<file path="src/rtl/prbs_tx_gen_pkg.sv">
// prbs_tx_gen_pkg: PRBS9 constants, FSM encoding and LFSR step helper
package prbs_tx_gen_pkg;
  localparam int PRBS_LEN = 511;
  localparam int TAP_HI = 8;
  localparam int TAP_LO = 4;
  localparam logic [8:0] DEF_SEED = 9'h1AA;
  typedef enum logic [1:0] {IDLE = 2'd0, ARM = 2'd1, RUN = 2'd2} state_t;
  function automatic logic [8:0] prbs9_next(input logic [8:0] s);
    return {s[7:0], s[TAP_HI] ^ s[TAP_LO]};
  endfunction
endpackage

</file>
<file path="src/rtl/prbs_tx_gen_lfsr.sv">
// lfsr_prbs9: PRBS9 shift register with parallel load and step enable
module lfsr_prbs9
  import prbs_tx_gen_pkg::*;
(
  input  logic       clk,
  input  logic       rst,
  input  logic       load,
  input  logic [8:0] seed,
  input  logic       step,
  output logic       msb
);
  logic [8:0] s;
  // load wins over step so a restart always begins from the seed
  always_ff @(posedge clk)
    if (rst) s <= '0;
    else if (load) s <= seed;
    else if (step) s <= prbs9_next(s);
  assign msb = s[TAP_HI];
endmodule

</file>
<file path="src/rtl/prbs_tx_gen.sv">
// prbs_tx_gen: PRBS9 bit generator with sync marker and periodic error injection
module prbs_tx_gen
  import prbs_tx_gen_pkg::*;
#(
  parameter logic [8:0] SEED = DEF_SEED,
  parameter int ERRW = 16
) (
  input  logic            clk,
  input  logic            rst,
  input  logic            enable,
  input  logic            i_start,
  input  logic            i_stop,
  input  logic            i_seed_load,
  input  logic [8:0]      i_seed,
  input  logic [ERRW-1:0] i_err_period,
  output logic            o_bit,
  output logic            o_valid,
  output logic            o_sync,
  output logic            o_inj,
  output logic            o_running,
  output logic [31:0]     o_inj_count
);
  localparam logic [8:0] PCNT_LAST = 9'(PRBS_LEN - 1);
  state_t state, state_n;
  logic [8:0] seed_r, pcnt;
  logic [ERRW-1:0] per_r, icnt;
  logic go, fire, inj, msb;
  assign go = state == IDLE && i_start && !i_stop;
  assign fire = state != IDLE && enable && !i_stop;
  assign inj = per_r != '0 && icnt == per_r - ERRW'(1);
  assign o_running = state == RUN;
  lfsr_prbs9 u_lfsr (
    .clk (clk),
    .rst (rst),
    .load(go),
    .seed(seed_r),
    .step(fire),
    .msb (msb)
  );
  // next state: stop always wins over start and enable
  always_comb begin
    state_n = state;
    if (state == IDLE) state_n = go ? ARM : IDLE;
    else if (i_stop) state_n = IDLE;
    else if (state == ARM) state_n = enable ? RUN : ARM;
  end
  // state register
  always_ff @(posedge clk)
    if (rst) state <= IDLE;
    else state <= state_n;
  // seed, counters, injection and output registers
  always_ff @(posedge clk) begin
    if (rst) begin
      seed_r <= SEED;
      pcnt <= '0;
      per_r <= '0;
      icnt <= '0;
      o_bit <= 1'b0;
      o_valid <= 1'b0;
      o_sync <= 1'b0;
      o_inj <= 1'b0;
      o_inj_count <= '0;
    end else begin
      if (state == IDLE && i_seed_load) seed_r <= i_seed == '0 ? SEED : i_seed;
      o_valid <= fire;
      o_sync <= fire && pcnt == '0;
      o_inj <= fire && inj;
      if (go) begin
        pcnt <= '0;
        icnt <= '0;
        per_r <= i_err_period;
        o_inj_count <= '0;
      end else if (fire) begin
        o_bit <= msb ^ inj;
        pcnt <= pcnt == PCNT_LAST ? '0 : pcnt + 9'd1;
        icnt <= per_r == '0 ? icnt : inj ? '0 : icnt + ERRW'(1);
        if (inj && o_inj_count != '1) o_inj_count <= o_inj_count + 32'd1;
      end
    end
  end
endmodule

</file>
<file path="config.mk">
export PLATFORM = sky130hd
export DESIGN_NAME = prbs_tx_gen
export DESIGN_NICKNAME = d
export VERILOG_FILES = /design/src/rtl/prbs_tx_gen_pkg.sv /design/src/rtl/prbs_tx_gen_lfsr.sv /design/src/rtl/prbs_tx_gen.sv
export SDC_FILE = /design/constraint.sdc
export NUM_CORES = 1
export LEC_CHECK = 0
export CAP_MARGIN = 0
export CELL_PAD_IN_SITES_DETAIL_PLACEMENT = 1
export CELL_PAD_IN_SITES_GLOBAL_PLACEMENT = 1
export CORE_AREA = 2 2 115 117
export DETAILED_ROUTE_END_ITERATION = 16
export DIE_AREA = 0 0 117 119
export MAX_ROUTING_LAYER = met4
export PLACE_DENSITY = 0.77
export SLEW_MARGIN = 15
export SYNTH_ARGS = -nofsm -noshare
export SYNTH_HDL_FRONTEND = slang
export SYNTH_SLANG_ARGS = --single-unit
</file>
<file path="constraint.sdc">
create_clock -name clk -period 3.6 [get_ports clk]
set_input_delay 0.72 -clock clk [delete_from_list [all_inputs] [get_ports clk]]
set_output_delay 0.72 -clock clk [all_outputs]
set_load 0.05 [all_outputs]
</file>
run_1/layer_met2.png
Bar = 20 microns.
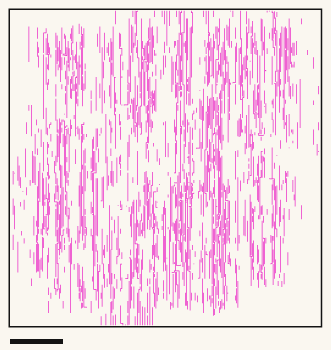
The layer holds 49% of the routed length. The layer carries 7550 microns of wire. The longest straight run is 43.8 microns.

run_1/clocks.png
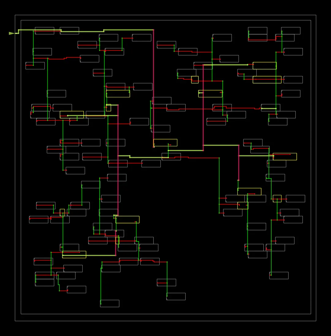
number of buffers created by CTS: 9
clock tree buffer count of the final layout: 10
Insertion Delay late pin: 0.35 ns

==> flow_results.org, run 1 <==
* Flow results

** Outcome
- Outcome :: finished clean

** Setup path
- The timing report gives the biggest stage delay along the critical path as 0.53 ns.
- Counting cells, the worst reg-to-reg path comes to 10.
- The cell that appears most often on the critical path is sky130_fd_sc_hd__nor4_4.
- Arrival @ worst endpoint :: 3.66 ns
- Worst endpoint required time :: 3.89 ns
- Critical path buffer and inverter count :: 2
- Startpoint class of the critical path :: flop
- Slowest cell on the critical path :: sky130_fd_sc_hd__or4b_1
- Worst setup EP type :: flop
- Category of the critical setup timing path :: reg2reg
- For reference, the critical path cell chain is inv_1, ha_1, or4b_1, nor4_4, xnor2_1, nor4_4, nand4_2, buf_4, or4_1, nand2_1.
- Worst reg2reg path startpoint :: per_r[0]

** Hold path
- Hold Path Cell Cnt :: 2
- Class of the tightest hold or removal check :: reg2reg
- In this run the most critical hold path is launched from seed_r[2].

** Finish
- Antenna Diode Count :: 0
- Share of layout cells above drive strength 1 :: 0.0670
- At the end of the flow, the number of nets in the layout was 733.
- Counting only logic cells after layout, the most numerous master is sky130_fd_sc_hd__nand2_1.
- Flop area :: 1940 sq um
- Number of fillers in the final layout :: 1571
- Post-synthesis to final-layout area growth :: 22.2%
- Non-filler cells in the finished layout :: 877

** Clocking
- Clock Path Buffers :: 2
- Setup Buffers After CTS :: 0
- Post-cts sizing count :: 0
- The registers of the reported paths see a clock transition of 0.07 ns.
- CTS sink cnt :: 97
- In this run the clock root is driven by a sky130_fd_sc_hd__clkbuf_16.
- Clock tree from TritonCTS :: done

** Yosys
- Combined area of all synthesized cells :: 5130 sq um
- Yosys stat cell total :: 643
- Floorplan Nets :: 680
- Yosys Chip Area :: 5130 sq um
- Post-synthesis cell type with the largest instance count :: sky130_fd_sc_hd__nand2_1
- Library cell occupying the most area in the post-synthesis netlist :: sky130_fd_sc_hd__dfxtp_1
- Post-synthesis sequential area ratio :: 0.378
- Count of yosys warnings during synthesis :: 0
- After synthesis, the netlist uses 58 different library cells.
- Average cell area after synthesis :: 7.99 sq um
- Per the synth stats, the flop cell with the highest instance count is sky130_fd_sc_hd__dfxtp_1.
- Number of standard cells after synthesis :: 643
- The area fraction of the largest cell type after synthesis is 0.378.

** STA
- Post-route period utilization is reported as 0.938.
- Derived from the worst setup path, the maximum achievable clock frequency is 296 MHz.
- For the final routed database, the setup TNS stands at 0 ns.
- Least-Margin Pin Slew :: 1.04 ns
- The final timing report lists a max-slew violation count of 0.
- Worst slew margin relative to its limit :: 0.306

** Power
- The report lists the power per cell area as 383 nW/um^2.
- The power report attributes to the combinational group a share of 0.127.
- Switching Share :: 0.265
- Cell internal power dissipation :: 1.77 mW
- Switching Power :: 0.635 mW

** Detailed routing
- First drt pass iteration count :: 4
- Residual antenna-violating net count after detailed routing :: 0
- For this run, design rule violations remaining after detail routing come to 0.
- Wires add up to 15500 microns.
- Total via count in the routed design :: 5010

** Floorplan
- Height of the die :: 119 microns
- Number of top-level pins :: 68
- Fraction of the core area occupied by cells at floorplan :: 0.399
- The core region is 12900 sq um.
- Total die size :: 13900 sq um

** Placed design
- # placed instances :: 861
- The HPWL after detailed placement is 11400 microns.
- Total of buffers placed on input and output ports :: 67

** Global routing
- The initial antenna violation count was 0.
- The first global-routing pass estimated 25500 microns of wire.
- Total global-route track usage :: 0.236
- Aggregate global routing overflow :: 0
run_1/wires.png
Bar = 20 microns. Only two layers are drawn.
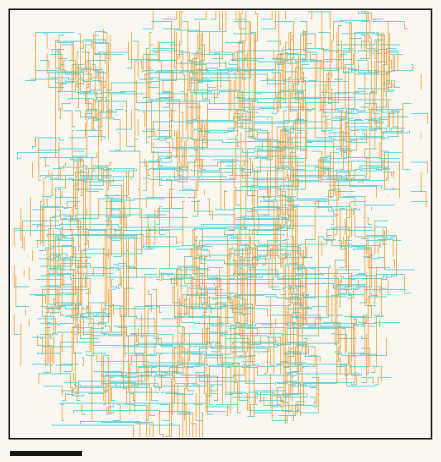
Orange is metal 2, wire length 7550 microns. Cyan is metal 1, wire length 7250 microns.

-- run 1: area by class of cell --
type                       count  area share
clock buffer                  10      0.0365
clock inverter                 6      0.0108
inverter                       8     0.00479
multi-input combinational    501       0.482
sequential                    97       0.309
tap                          176      0.0351
timing repair buffer          79       0.121
-- run 1: worst register-to-register path, cell delays in order (launching register included) --
cell                      delay (ns)
sky130_fd_sc_hd__dfxtp_1        0.36
sky130_fd_sc_hd__inv_1          0.09
sky130_fd_sc_hd__ha_1           0.26
sky130_fd_sc_hd__or4b_1         0.53
sky130_fd_sc_hd__nor4_4         0.24
sky130_fd_sc_hd__xnor2_1        0.14
sky130_fd_sc_hd__nor4_4         0.44
sky130_fd_sc_hd__nand4_2        0.28
sky130_fd_sc_hd__buf_4          0.35
sky130_fd_sc_hd__or4_1          0.54
sky130_fd_sc_hd__nand2_1        0.09
-- run 1: how the worst max path moves through the flow --
stage,endpoint,slack (ns),from,cells past startpoint
2_1_floorplan,o_inj_count[26],0.80,per_r[0],11
3_3_place_gp,o_inj_count[23],0.32,per_r[0],10
3_5_place_dp,icnt[13],0.27,i_stop,6
4_1_cts,o_inj_count[19],0.25,per_r[0],10
5_1_grt,o_inj_count[19],0.04,per_r[0],10
6_report,o_inj_count[19],0.22,per_r[0],10
-- run 1: power by group through the flow --
stage | logic (mW) | clock network (mW) | registers, mW
after floorplan | 0.205 | 0 | 1.14
after global placement | 0.294 | 0 | 1.14
after detailed placement | 0.302 | 0 | 1.14
after CTS | 0.303 | 1.00 | 1.12
after global routing | 0.333 | 1.05 | 1.12
final | 0.304 | 0.977 | 1.12
-- run 1: cell families after synthesis --
| group | Yosys count | synth area share |
|---|---|---|
| buf+inv | 45 | 0.0353 |
| flops | 97 | 0.378 |
| compound gates | 126 | 0.152 |
| fa+ha+maj | 6 | 0.0146 |
| mux | 8 | 0.0161 |
| xor+xnor | 40 | 0.0682 |
| simple gates | 321 | 0.335 |
-- run 1: layer usage --
metal | track usage | part of all wire | vias to the layer above | wire length [microns]
met1 | 0.297 | 0.47 | 2466 | 7250
met5 | - | 0 | - | 0
met2 | 0.393 | 0.49 | 89 | 7550
li1 | - | - | 2434 | -
met3 | 0.0422 | 0.035 | 21 | 551
met4 | 0.0566 | 0.013 | 0 | 197
-- run 1: registers in the layout (all words and copies together) (netlist names) --
| name | count |
|---|---|
| o_sync | 1 |
| o_inj_count | 32 |
| state | 2 |
| pcnt | 9 |
| icnt | 16 |
| o_valid | 1 |
| seed_r | 9 |
| o_bit | 1 |
| o_inj | 1 |
| u_lfsr.s | 9 |
| per_r | 16 |
-- run 1: stage by stage --
stage	util	setup slack (ns)	cell area, sq um	hold WS (ns)
after CTS	0.487	0.250	6270	0.465
after global placement	0.464	0.318	5980	0.441
after floorplan	-	0.801	5130	0.436
after global routing	0.487	0.0411	6270	0.487
after detailed placement	0.464	0.269	5980	0.454
final	0.487	0.224	6270	0.467
run_1/layer_met3.png
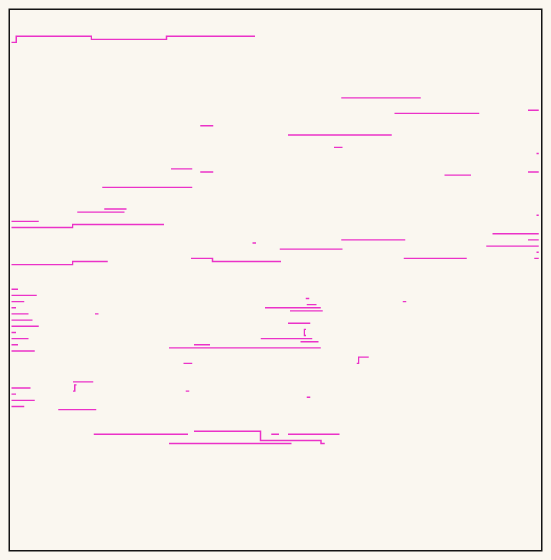

==> run 2: changes to the inputs <==
==> constraint.sdc (replaced) <==
create_clock -name clk -period 3.6 [get_ports clk]
set_input_delay 1.08 -clock clk [delete_from_list [all_inputs] [get_ports clk]]
set_output_delay 1.08 -clock clk [all_outputs]
set_load 0.05 [all_outputs]
run_2/layer_met3.png
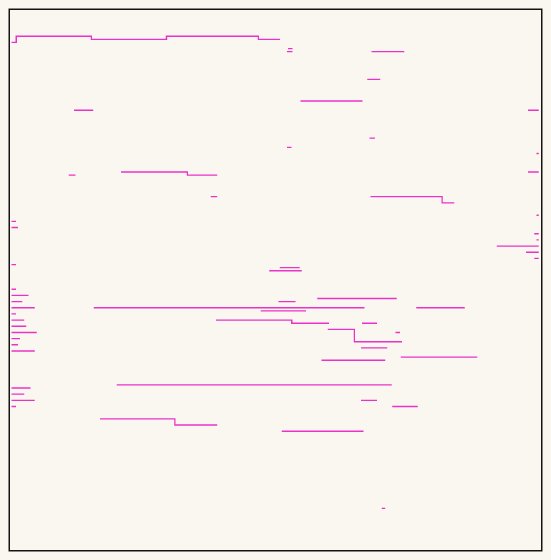
45 nets have wire on it. The layer holds 3.3% of the routed length. The wires run mostly horizontal. The longest straight run is 60.3 microns. The layer carries 506 microns of wire.

==> run 2 against run 1 <==
Synthesized area did not move; largest power group unchanged; critical path depth stayed put; register-to-register slack better by 0.15 ns; clock power hardly changed; power decreased by 0.18%; clock skew fell by 0.0013 ns.
==> flow_results.org, run 2 <==
* Flow results

** Yosys
- For this run, the leading register cell type out of synthesis is sky130_fd_sc_hd__dfxtp_1.
- The area fraction of the largest cell type after synthesis is 0.378.
- Number of standard cells after synthesis :: 643
- Synthesis instantiated 58 different standard cells from the library.
- Count of yosys warnings during synthesis :: 0
- Yosys Chip Area :: 5130 sq um
- In the post-synthesis netlist, the biggest area contributors are sky130_fd_sc_hd__dfxtp_1 38%, sky130_fd_sc_hd__nand2_1 7.8%, sky130_fd_sc_hd__a21oi_1 5.1%.
- Post-synthesis cell type with the largest instance count :: sky130_fd_sc_hd__nand2_1
- Combined area of all synthesized cells :: 5130 sq um
- Post-synthesis sequential area ratio :: 0.378
- The largest total area in the synthesized netlist belongs to sky130_fd_sc_hd__dfxtp_1.
- Yosys reported a register bit count of 97.
- Counting every net in the synthesized netlist gives 680.
- Average cell area after synthesis :: 7.99 sq um

** Finish
- Ranked by flip-flop count, first place goes to o_inj_count.
- The final antenna diode tally reported by the flow is 0.
- In the final layout, the registers with the most flip-flops are o_inj_count x32, icnt x16, per_r x16.
- After the last flow step, the layout net total stands at 735.
- Once layout is complete, the utilization of the core stands at 0.488.
- The register with the most flip-flops in the layout has 32 of them.
- Most used logic cell in the final layout :: sky130_fd_sc_hd__nand2_1
- In the final layout, the share of cells above drive strength 1 is 0.0698.
- In this run the layout overhead on the synthesized area is reported as 22.4%.

** Setup path
- For the worst flop-to-flop path, the logic depth is 10.
- According to the timing report, the arrival time at the worst endpoint equals 3.53 ns.
- STA lists the startpoint of the worst register-to-register path as per_r[0].
- Per the timing report, the most critical flop-to-flop path finishes at o_inj_count[11].
- According to the timing report, the data required time at the worst endpoint equals 3.90 ns.
- The critical path is of the reg2reg type.
- Startpoint class of the critical path :: flop
- Critical path origin :: per_r[0]

** Clocking
- In this run, post-CTS repair resized a total of 0 instances.
- Clock-pin slew was measured on the worst setup and hold paths at 0.07 ns.
- TritonCTS built the clock tree.
- Clock root cell :: sky130_fd_sc_hd__clkbuf_16
- Number of buffers created by CTS :: 9
- Setup Buffers After CTS :: 0

** Outcome
- The flow ran to the end, and the final reports show no timing, DRC or antenna violations.

** STA
- Hold-check failures listed in the final report amount to 0.
- Looking at the max-slew report, the worst-margin pin has a slew of 1.05 ns.
- Maximum achievable frequency :: 310 MHz
- Post-route period utilization is reported as 0.896.
- The worst-case max-slew headroom was logged as 0.298.
- Setup repair after global routing left no endpoint under its margin.
- Summed over all failing endpoints, the final setup total negative slack is 0 ns.
- Final hold slack :: 0.459 ns
- Once routing completed, OpenROAD measured the worst setup slack at 0.375 ns.
- Per the final report, max-transition violations number 0.

** Detailed routing
- First drt pass iteration count :: 4
- Total Wirelength :: 15200 microns
- Across all layers, the routed design uses 4993 vias.
- Residual antenna-violating net count after detailed routing :: 0
- The routed layout reports a DRC error count of 0.

** Global routing
- Aggregate global routing overflow :: 0
- First-pass GRT wire length :: 25700 microns
- Initial antenna violation count :: 0
- Via count of the first global-routing pass :: 5237
- In the global route stage, overall resource usage came out at 0.239.

** Power
- Power Density :: 381 nW/um^2
- Static leakage power :: 2.17 nW

** Placed design
- OpenSTA, run right after detailed placement, puts the worst setup slack at 0.0199 ns.
- The buffer_ports step reported a buffer count of 67.
- HPWL reported at the end of detailed placement :: 11300 microns

** Floorplan
- In this run the full chip footprint comes out at 13900 sq um.
- Height of the die :: 119 microns
- At the floorplan stage, the core utilization is reported as 0.399.
- The region available for standard cell placement spans 12900 sq um.
- According to the I/O placement log, the pin count is 68.

** Hold path
- The type recorded for the worst min-delay path is reg2reg.
- The worst hold path was traced through 2 stages.
- End point of the worst hold path :: seed_r[2]
- Per the hold report, the tightest min-delay path originates at seed_r[2].

** Run
- Warnings raised by the tools during the run amount to 28.
run_2/clocks.png
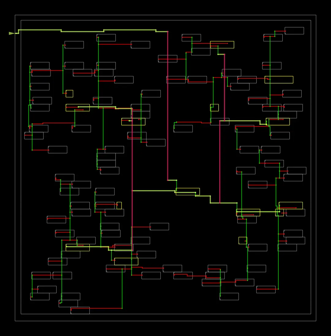
CTS sink cnt: 97
final sequential cell count: 97
power in the clock group: 0.978 mW
clock tree buffer count of the final layout: 9

## run 2: stage by stage
step                area, sq um  cells
detailed placement         5990    863
CTS                        6290    878
floorplan                  5130    643
finish                     6290    878
global route               6290    878
global placement           5990    863
## run 2: final cells by class
cell class / count / area [sq um] / area share
clock buffer: 9 / 225 / 0.0358
clock inverter: 6 / 68.8 / 0.0109
timing repair buffer: 81 / 776 / 0.123
inverter: 8 / 30.0 / 0.00478
tap: 176 / 220 / 0.0350
multi-input combinational: 501 / 3030 / 0.481
sequential: 97 / 1940 / 0.309
## run 2: logic make-up after synthesis
group / Yosys count / share of synthesized area
AND-OR/OR-AND: 126 / 0.152
multiplexers: 8 / 0.0161
buffers and inverters: 45 / 0.0353
AND/OR/NAND/NOR: 321 / 0.335
adder cells (fa/ha/maj): 6 / 0.0146
XOR/XNOR: 40 / 0.0682
flip-flops: 97 / 0.378
## run 2: where the power goes
| group | internal (mW) | total [mW] | switching (mW) |
|---|---|---|---|
| Combinational | 0.128 | 0.298 | 0.170 |
| Clock | 0.539 | 0.978 | 0.440 |
| Sequential | 1.09 | 1.12 | 0.0267 |
| Total | 1.76 | 2.40 | 0.636 |
## run 2: worst max path at each step
stage	end	cells after the start
after global routing	o_inj_count[25]	10
after detailed placement	pcnt[1]	7
final	o_inj_count[11]	10
after floorplan	o_inj_count[26]	9
after global placement	pcnt[6]	7
after CTS	pcnt[1]	7
## run 2: routing by layer
metal / share of wire / global-route usage / vias to the layer above
met3: 0.033 / 0.0499 / 24
met4: 0.019 / 0.0765 / 0
li1: - / - / 2452
met1: 0.46 / 0.296 / 2443
met2: 0.49 / 0.387 / 74
met5: 0 / - / -
## run 2: worst max-delay path, cell delays in order (launching register included)
cell and delay [ns]:
sky130_fd_sc_hd__dfxtp_1 0.46, sky130_fd_sc_hd__inv_1 0.10, sky130_fd_sc_hd__ha_1 0.26, sky130_fd_sc_hd__nor2b_1 0.23
sky130_fd_sc_hd__or3_1 0.37, sky130_fd_sc_hd__a31o_2 0.26, sky130_fd_sc_hd__nor4_4 0.42, sky130_fd_sc_hd__nand4_2 0.18
sky130_fd_sc_hd__buf_4 0.28, sky130_fd_sc_hd__or4_1 0.51, sky130_fd_sc_hd__nand2_1 0.08
Power is estimated from default activity; no workload was simulated.
